### config.mk
export PLATFORM = sky130hd
export DESIGN_NAME = fetch_unit
export DESIGN_NICKNAME = d
export VERILOG_FILES = /design/src/rtl/fetch_unit.sv
export SDC_FILE = /design/constraint.sdc
export NUM_CORES = 1
export LEC_CHECK = 0
export ABC_AREA = 1
export CAP_MARGIN = 20
export CORE_MARGIN = 4
export CORE_UTILIZATION = 47
export CTS_BUF_LIST = sky130_fd_sc_hd__clkbuf_8
export CTS_CLUSTER_DIAMETER = 150
export DETAILED_ROUTE_END_ITERATION = 8
export PLACE_DENSITY = 0.9
export SETUP_SLACK_MARGIN = 0.05
export SLEW_MARGIN = 5
export SYNTH_ARGS = -nofsm -noshare
export SYNTH_HDL_FRONTEND = slang
export SYNTH_SLANG_ARGS = --single-unit
export TNS_END_PERCENT = 20
### constraint.sdc
create_clock -name clk -period 2.35 [get_ports clk]
set_input_delay 0.47 -clock clk [delete_from_list [all_inputs] [get_ports clk]]
set_output_delay 0.47 -clock clk [all_outputs]
set_load 0.005 [all_outputs]
### src/rtl/fetch_unit.sv
// fetch_unit: instruction-fetch stage directly upstream of the instruction ROM.
// Owns the program counter (a word index), presents it to the ROM, and
// captures the combinationally returned word into an IF/ID register tagged
// with its PC and a valid bit. Supports stall, redirect with flush, and a
// HALT state entered when the PC runs past the end of the loaded program.
//
// Ports:
//   clk            system clock, rising edge
//   rst_n          synchronous active-low reset
//   pc_o           word index to instruction memory
//   instr_i        instruction word read combinationally at pc_o
//   stall_i        hold PC, IF/ID register and fetch count
//   redirect_i     taken branch/jump; loads redirect_pc_i and flushes IF/ID
//   redirect_pc_i  redirect target word index
//   if_id_valid_o  IF/ID register holds a live instruction
//   if_id_instr_o  latched instruction, bit-exact
//   if_id_pc_o     PC the latched instruction was fetched from
//   halted_o       high while in HALT
//   fetch_count_o  instructions latched since reset, saturating
module fetch_unit #(
  parameter int unsigned PC_WIDTH = 16,
  parameter int unsigned RESET_PC = 0,
  parameter int unsigned PC_LIMIT = 28
) (
  input  logic                clk,
  input  logic                rst_n,
  output logic [PC_WIDTH-1:0] pc_o,
  input  logic [31:0]         instr_i,
  input  logic                stall_i,
  input  logic                redirect_i,
  input  logic [PC_WIDTH-1:0] redirect_pc_i,
  output logic                if_id_valid_o,
  output logic [31:0]         if_id_instr_o,
  output logic [PC_WIDTH-1:0] if_id_pc_o,
  output logic                halted_o,
  output logic [15:0]         fetch_count_o
);

  typedef enum logic [1:0] {
    BOOT = 2'd0,
    RUN  = 2'd1,
    HALT = 2'd2
  } state_t;

  // Widen both sides so PC_LIMIT values beyond the PC range compare correctly
  // (in that case the limit is unreachable and the PC simply wraps).
  function automatic logic past_end(input logic [PC_WIDTH-1:0] p);
    return 64'(p) >= 64'(PC_LIMIT);
  endfunction

  function automatic logic [15:0] sat_inc(input logic [15:0] c);
    return (c == 16'hFFFF) ? c : c + 16'd1;
  endfunction

  state_t              state_q, state_d;
  logic [PC_WIDTH-1:0] pc_p0, pc_d;
  logic                vld_p1, vld_d;
  logic [31:0]         instr_p1, instr_d;
  logic [PC_WIDTH-1:0] ifpc_p1, ifpc_d;
  logic [15:0]         cnt_q, cnt_d;

  always_comb begin
    state_d = state_q;
    pc_d    = pc_p0;
    vld_d   = vld_p1;
    instr_d = instr_p1;
    ifpc_d  = ifpc_p1;
    cnt_d   = cnt_q;
    unique case (state_q)
      BOOT: state_d = RUN;
      RUN: begin
        if (redirect_i) begin
          pc_d  = redirect_pc_i;
          vld_d = 1'b0;
          if (past_end(redirect_pc_i)) state_d = HALT;
        end else if (past_end(pc_p0)) begin
          vld_d   = 1'b0;
          state_d = HALT;
        end else if (!stall_i) begin
          instr_d = instr_i;
          ifpc_d  = pc_p0;
          vld_d   = 1'b1;
          pc_d    = pc_p0 + PC_WIDTH'(1);
          cnt_d   = sat_inc(cnt_q);
        end
      end
      HALT: begin
        // stall_i has no effect here; only a redirect can move the PC.
        vld_d = 1'b0;
        if (redirect_i) begin
          pc_d = redirect_pc_i;
          if (!past_end(redirect_pc_i)) state_d = RUN;
        end
      end
      default: state_d = BOOT;
    endcase
  end

  // PC (stage 0) -> IF/ID register (stage 1)
  always_ff @(posedge clk) begin
    if (!rst_n) begin
      state_q  <= BOOT;
      pc_p0    <= PC_WIDTH'(RESET_PC);
      vld_p1   <= 1'b0;
      instr_p1 <= 32'h0;
      ifpc_p1  <= '0;
      cnt_q    <= 16'h0;
    end else begin
      state_q  <= state_d;
      pc_p0    <= pc_d;
      vld_p1   <= vld_d;
      instr_p1 <= instr_d;
      ifpc_p1  <= ifpc_d;
      cnt_q    <= cnt_d;
    end
  end

  assign pc_o          = pc_p0;
  assign if_id_valid_o = vld_p1;
  assign if_id_instr_o = instr_p1;
  assign if_id_pc_o    = ifpc_p1;
  assign halted_o      = (state_q == HALT);
  assign fetch_count_o = cnt_q;

endmodule

**Register map, names as in the netlist**

Drawn at 4 px/um. Other sequential cells in the stronger gray, the rest of the logic in the fainter gray.
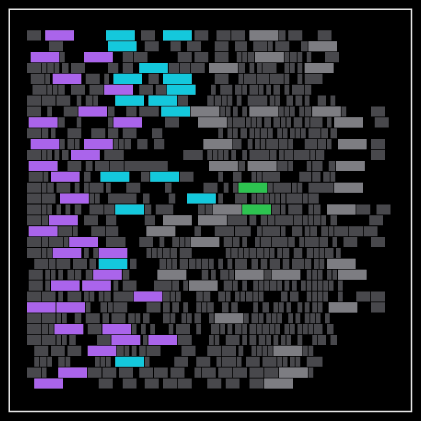
| color | name in the netlist | placed flops |
|---|---|---|
| purple | if_id_instr_o | 32 |
| green | state_q | 2 |
| cyan | if_id_pc_o | 16 |
not colored: 33
share of the core filled with cells: 67.9%
area taken by flip-flops and latches: 1660 um^2

**Signal wires on met1**

Drawn at 6 px/um. Supply wires on this layer in gray.
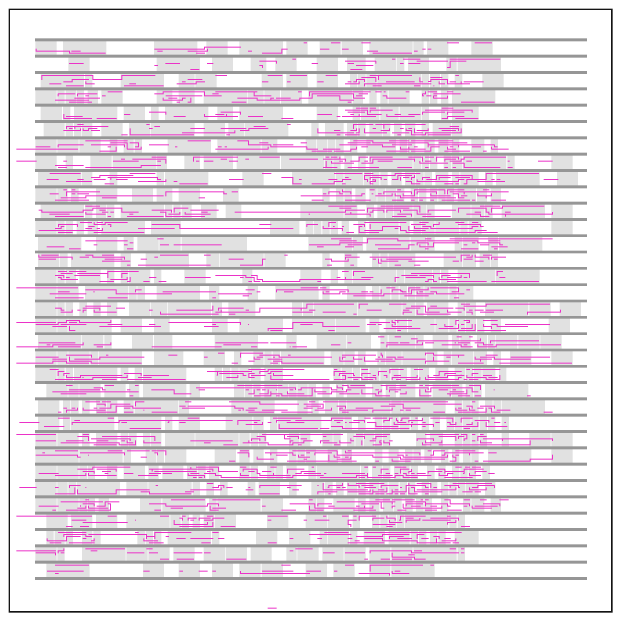
nets with wire on the layer: 673
main direction: horizontal
wire length on this layer: 4,380 um
share of all routed wire: 39%

**Congestion heat map**

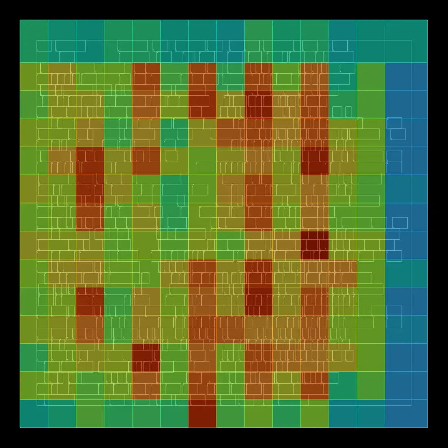
average wire length per cell after detail routing: 13.7 um
Global Route Usage Sum: 21.9%
met2 capacity usage during global routing: 39.0%
GR peak layer: met2

**Metal layers overlaid**

Drawn at 4 px/um. Two of the layers only.
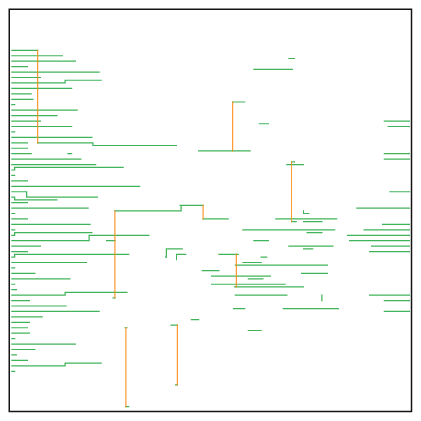
| color | layer | wire length |
|---|---|---|
| orange | met4 | 118 um |
| green | met3 | 1,110 um |
wirelength, routed: 11,100 um
Via Count: 4,202

**M4 wires**

Drawn at 4 px/um. Supply wires on this layer in gray.
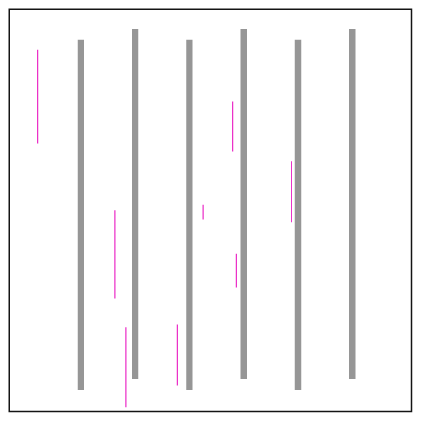
main direction: vertical
share of all routed wire: 1.1%
wire length on this layer: 118 um

==> reports/results.txt <==
CP cell instances: inv_1, ha_1, clkdlybuf4s50_1
Setup skew after layout: 15.0 ps
Max FO, Critical Path: 6
Area fraction in compound gates after synthesis: 11.0%
IR Drop Worst-Case VDD: 0.540 mV
Number of nets at floorplan: 631
Number of buffers on the longest clock path: 2
Worst R2R Setup Slack: 470 ps
Portion of total power attributed to combinational logic: 37.3%
Number of buffers created by CTS: 9
Combinational share of cell area: 36.0%
Number of combinational gates with multiple inputs: 423
Mapped cell area: 3990 um^2
Sequential element share of the synthesized area: 41.6%
Worst slew slack as a fraction of its limit: 73.9%
Sw Pwr: 1.67 mW
Clock latency on the worst-skew pair: 350 ps
Seq area share: 29.6%
Arrival time at the worst endpoint: 1610 ps
Top non-seq family: simple AND/OR/NAND/NOR gates
Ratio of cells with drive above 1 in the final layout: 6.63%
Total power divided by cell area: 815 nW/um^2
Sequential share of power: 39.7%
Proportion of cell area spent on the clock network: 3.57%
Status: complete, no violations
Synthesized flop and latch total: 83
Initial antenna violation count: 0
Min Tclk post-route: 2080 ps
WP data required: 1880 ps
Number of flops mapped to enable cells by yosys: 0
Slowest stage delay, CP: 550 ps
Critical path endpoint: halted_o
Sw Share: 36.7%
Avg Synthesized Cell Area: 6.98 um^2
Number of clock buffers in the layout: 9
Total negative setup slack: 0 ps
Global-route congestion overflow total: 0
FILL cells: 704
Multiplexer area fraction after synthesis: 0%
Tally of non-filler cells in the final layout: 814
Clock Tree Root: clkbuf_8
# diodes: 0
Met3 usage in global routing: 7.85%
Count of inverters not on the clock network in the layout: 42
Standby leakage power: 2.25 nW
Routed vias/inst: 5.16
Power in the clock group: 1.05 mW
Count of different cell masters after synthesis: 35
Setup repair after global routing missed its margin: false
Tool warnings: 31
Number of buffers other than clock buffers in the final layout: 145
FMAX: 481 MHz
Master of the slowest instance on the critical path: clkdlybuf4s50_1
Cell type taking the most area: combinational gates
Most frequent logic cells in the routed design: 146 x nor2_1, 133 x clkdlybuf4s50_1, 99 x nand2_1, 83 x dfxtp_1, 39 x inv_1
Chip area in the Yosys report: 3990 um^2
Port bufs: 133
Final Slew Violations: 0
CTS clock-pin slew for the worst setup and hold paths: 90 ps
Met3 wire length: 1110 um
Startpoint class of the critical path: flip-flop
Routability congestion estimate: 0.891
Global-route track usage on met1: 24.5%
Top cells by area: dfxtp_1 42%, nor2_1 14%, nand2_1 9.3%
Fin. Hold Viols: 0
Share of the synthesized netlist area taken by xor and xnor gates: 2.63%
Overall Power: 4.57 mW
Beginning of the critical path: state_q[0]$_SDFFE_PN0P_
Comb. pwr: 1.70 mW
Hold WC Path Type: flip-flop to flip-flop
Predominant post-synthesis flop cell: dfxtp_1
Via count of the first global-routing pass: 4,059
IO Count: 134
Count of routing violations after the opening detailed-route iteration: 181
M1 WL: 4370 um
Vertical die dimension: 100 um
==> sequential cells by signal, indices dropped and copies added, names as in the netlist <==
name	count
state_q	2
if_id_valid_o	1
pc_o	16
if_id_instr_o	32
fetch_count_o	16
if_id_pc_o	16
==> cells in the mapped netlist, types with 2 or more instances <==
cell,instances
a21oi_1,30
buf_2,2
buf_6,8
clkbuf_1,11
dfxtp_1,83
ha_1,7
inv_1,38
nand2_1,99
nand2_2,3
nand3_1,29
nand3_2,2
nand4_1,11
nor2_1,146
nor2_2,4
nor2_4,3
nor3_1,2
nor3b_1,11
o21ai_0,30
o21ai_1,25
or2_2,3
xnor2_1,5
xor2_1,7
==> worst max-delay path: cells and delay by family, from the launching register on <==
family / cells / cell delay, ps
adders and majority gates: 1 / 280
DFF: 1 / 350
buffers and inverters: 2 / 650
Power is estimated from default activity; no workload was simulated.
